<file path="src/rtl/trb_mem_arbiter.sv">
// ---------------------------------------------------------------------------
// trb_mem_arbiter : write / logger-read / host-read time-slot arbiter for the
//                   single-port trace buffer RAM.            Revision 1.0
// ---------------------------------------------------------------------------
`default_nettype none

module trb_mem_arbiter #(
  parameter int ADDR_WIDTH = 5,
  parameter int DATA_WIDTH = 32
) (
  input  logic                  CLK_I,
  input  logic                  RST_I,
  input  logic                  CLEAR_I,
  output logic                  RW_TURN_O,
  output logic                  WRITE_ALLOW_O,
  output logic                  READ_ALLOW_O,
  output logic                  OVERFLOW_O,
  input  logic                  LOG_WRITE_I,
  input  logic [ADDR_WIDTH-1:0] LOG_WPTR_I,
  input  logic [DATA_WIDTH-1:0] LOG_WDATA_I,
  input  logic                  LOG_READ_I,
  input  logic [ADDR_WIDTH-1:0] LOG_RPTR_I,
  output logic [DATA_WIDTH-1:0] LOG_RDATA_O,
  output logic                  LOG_RVALID_O,
  input  logic                  HOST_REQ_I,
  input  logic [ADDR_WIDTH-1:0] HOST_ADDR_I,
  output logic                  HOST_GNT_O,
  output logic [DATA_WIDTH-1:0] HOST_RDATA_O,
  output logic                  HOST_RVALID_O,
  output logic                  MEM_EN_O,
  output logic                  MEM_WE_O,
  output logic [ADDR_WIDTH-1:0] MEM_ADDR_O,
  output logic [DATA_WIDTH-1:0] MEM_WDATA_O,
  input  logic [DATA_WIDTH-1:0] MEM_RDATA_I
);

  typedef enum logic [1:0] {S_WR = 2'd0, S_RD = 2'd1, S_HOST = 2'd2} slot_t;
  typedef enum logic [1:0] {TAG_NONE = 2'd0, TAG_LOG = 2'd1, TAG_HOST = 2'd2} tag_t;

  slot_t                 state, state_next;
  tag_t                  tag_cmd, tag_q;
  logic [ADDR_WIDTH-1:0] fill;
  logic                  write_allow, read_allow, overflow, overflow_set;
  logic                  log_rvalid, host_rvalid;
  logic [DATA_WIDTH-1:0] log_rdata, host_rdata;

  // Modulo occupancy; all-ones means DEPTH-1, the full mark (one slot kept empty).
  assign fill = LOG_WPTR_I - LOG_RPTR_I;

  always_ff @(posedge CLK_I or posedge RST_I) begin
    if (RST_I) state <= S_WR;
    else       state <= state_next;
  end

  always_comb begin
    state_next   = S_WR;
    MEM_EN_O     = 1'b0;
    MEM_WE_O     = 1'b0;
    MEM_ADDR_O   = '0;
    MEM_WDATA_O  = '0;
    HOST_GNT_O   = 1'b0;
    tag_cmd      = TAG_NONE;
    overflow_set = 1'b0;
    if (!CLEAR_I) begin
      case (state)
        S_WR: begin
          state_next = S_RD;
          if (LOG_WRITE_I) begin
            if (write_allow) begin
              MEM_EN_O    = 1'b1;
              MEM_WE_O    = 1'b1;
              MEM_ADDR_O  = LOG_WPTR_I;
              MEM_WDATA_O = LOG_WDATA_I;
            end else begin
              overflow_set = 1'b1;
            end
          end
        end
        S_RD: begin
          state_next = S_HOST;
          if (LOG_READ_I && read_allow) begin
            MEM_EN_O   = 1'b1;
            MEM_ADDR_O = LOG_RPTR_I;
            tag_cmd    = TAG_LOG;
          end
        end
        S_HOST: begin
          state_next = S_WR;
          if (HOST_REQ_I) begin
            MEM_EN_O   = 1'b1;
            MEM_ADDR_O = HOST_ADDR_I;
            HOST_GNT_O = 1'b1;
            tag_cmd    = TAG_HOST;
          end
        end
        default: state_next = S_WR;
      endcase
    end
  end

  // Tag follows the command one cycle; RAM data is captured as the tag retires.
  always_ff @(posedge CLK_I or posedge RST_I) begin
    if (RST_I) begin
      write_allow <= 1'b1;
      read_allow  <= 1'b0;
      overflow    <= 1'b0;
      tag_q       <= TAG_NONE;
      log_rvalid  <= 1'b0;
      host_rvalid <= 1'b0;
      log_rdata   <= '0;
      host_rdata  <= '0;
    end else if (CLEAR_I) begin
      write_allow <= 1'b1;
      read_allow  <= 1'b0;
      overflow    <= 1'b0;
      tag_q       <= TAG_NONE;
      log_rvalid  <= 1'b0;
      host_rvalid <= 1'b0;
    end else begin
      write_allow <= (fill != '1);
      read_allow  <= (fill != '0);
      if (overflow_set) overflow <= 1'b1;
      tag_q       <= tag_cmd;
      log_rvalid  <= (tag_q == TAG_LOG);
      host_rvalid <= (tag_q == TAG_HOST);
      if (tag_q == TAG_LOG)  log_rdata  <= MEM_RDATA_I;
      if (tag_q == TAG_HOST) host_rdata <= MEM_RDATA_I;
    end
  end

  assign RW_TURN_O     = (state == S_WR);
  assign WRITE_ALLOW_O = write_allow;
  assign READ_ALLOW_O  = read_allow;
  assign OVERFLOW_O    = overflow;
  assign LOG_RDATA_O   = log_rdata;
  assign LOG_RVALID_O  = log_rvalid;
  assign HOST_RDATA_O  = host_rdata;
  assign HOST_RVALID_O = host_rvalid;

endmodule

`default_nettype wire

</file>
<file path="config.mk">
export PLATFORM = sky130hd
export DESIGN_NAME = trb_mem_arbiter
export DESIGN_NICKNAME = d
export VERILOG_FILES = /design/src/rtl/trb_mem_arbiter.sv
export SDC_FILE = /design/constraint.sdc
export NUM_CORES = 1
export LEC_CHECK = 0
export CAP_MARGIN = 5
export CORE_ASPECT_RATIO = 0.8
export CORE_MARGIN = 4
export CORE_UTILIZATION = 41
export CTS_CLUSTER_SIZE = 8
export DETAILED_ROUTE_END_ITERATION = 6
export HOLD_SLACK_MARGIN = 0.06
export PLACE_DENSITY = 0.93
export SLEW_MARGIN = 20
export SYNTH_ARGS = -nofsm -noshare
export SYNTH_HDL_FRONTEND = slang
export SYNTH_SLANG_ARGS = --single-unit
</file>
<file path="constraint.sdc">
create_clock -name CLK_I -period 5.9 [get_ports CLK_I]
set_clock_uncertainty 0.2 [all_clocks]
set_input_delay 0.885 -clock CLK_I [delete_from_list [all_inputs] [get_ports CLK_I]]
set_output_delay 0.885 -clock CLK_I [all_outputs]
set_load 0.005 [all_outputs]
</file>
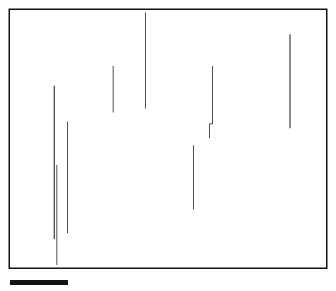
**Above:** the metal 4 layer.
Bar = 20 um.
share of all routed wire: 2.7%
nets with wire on the layer: 6
wire length on this layer: 252 um
longest straight run: 52.4 um
main direction: vertical

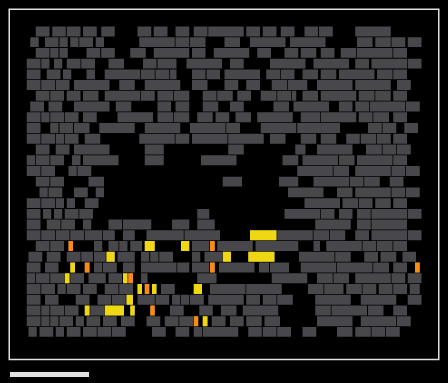
**Above:** gate-type map.
Bar = 20 um.
legend:
  NOR gates:
    color: yellow
    cells: 17
  inverters:
    color: orange
    cells: 9
Comb/total area: 24.35%
most numerous logic cell after layout: clkdlybuf4s50_1
fin cells: 548

==> flow_summary.toml <==
# physical design summary
[status]
status = "finished, final reports clean"

[final_timing]
slew_violations = 0
relSlewSlack_pct = 40.55

[global_routing]
grt_pass1_wl_um = 14390

[floorplan]
num_rows = 29
die_h_um = 88.39

[setup_path]
cp-endpoint = "MEM_WDATA_O[21]"
critical_path.endpoint_type = "primary output"
path_class = "in -> out"
crit_top_cell = "clkdlybuf4s50_1"

[drt]
drt_pass1_iterations = 4
wire_per_inst_um = 17.08

[power]
leakagePower_nw = 2.444
totalPowerFinal_w = 0.001455
p_sw_w = 0.0003442
comb_power_share_pct = 27.4
cellPowerDensity_nw_per_um2 = 263.3
ir_drop_mv = 0.1466

[synthesis]
flop_cell = "dfrtp_1"
netlist_instances = 241
yosysWarningCount = 0
syn_area_per_cell_um2 = 13.74
synthDistinctLibCells = 30
synth_stat.cells = 241
netlist_top_cells_area = "dfrtp_1, mux2_2, and2_1"

[placed_design]
place_area_um2 = 5308

[cts]
cts_resized = 0
cts.sinks = 73
cts_buffer_depth = 2

[flow_run]
max-cap-violations = 0
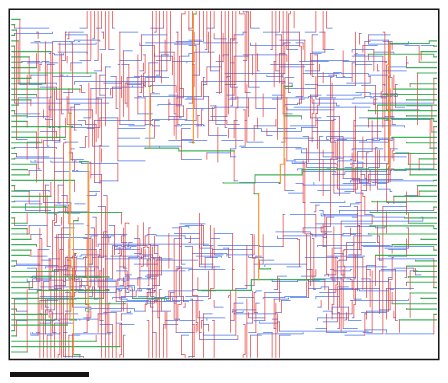
**Above:** metal layers overlaid.
Bar = 20 um.
legend:
  met2:
    color: red
    wire_length: 4,620 um
  met1:
    color: blue
    wire_length: 3,450 um
  met3:
    color: green
    wire_length: 1,040 um
  met4:
    color: orange
    wire_length: 252 um

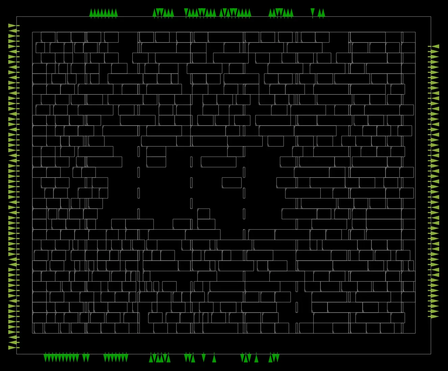
**Above:** cell placement.
total of fill cells in the finished design: 598
sequential share of cell area: 33.07%
Final Util: 69.88%
CORE AREA: 7910 um^2
# Taps: 108

==> metal layers <==
metal | wire, um | global-route usage, %
met1 | 3454 | 20.68
met4 | 251 | 8.601
met3 | 1036 | 8.242
met5 | 0 | 0
met2 | 4619 | 34.89
==> cells by family (layout without fill, tap and decap cells) <==
logic type               count (synthesis)  after routing  share of synthesized area (%)
flip-flops                              73             73                          55.19
AND-OR/OR-AND                           11             11                          2.834
multiplexers                            64             64                          21.76
XOR/XNOR                                 4              4                          1.058
buffers and inverters                   23            222                          4.155
adder cells (fa/ha/maj)                 10             10                          4.005
AND/OR/NAND/NOR                         56             56                          10.99
==> area by class of cell <==
cell class,count,area share (%)
timing repair buffer,197,35.54
sequential,73,33.07
multi-input combinational,145,24.35
clock buffer,11,2.558
tap,108,2.445
clock inverter,5,1.426
inverter,9,0.6111
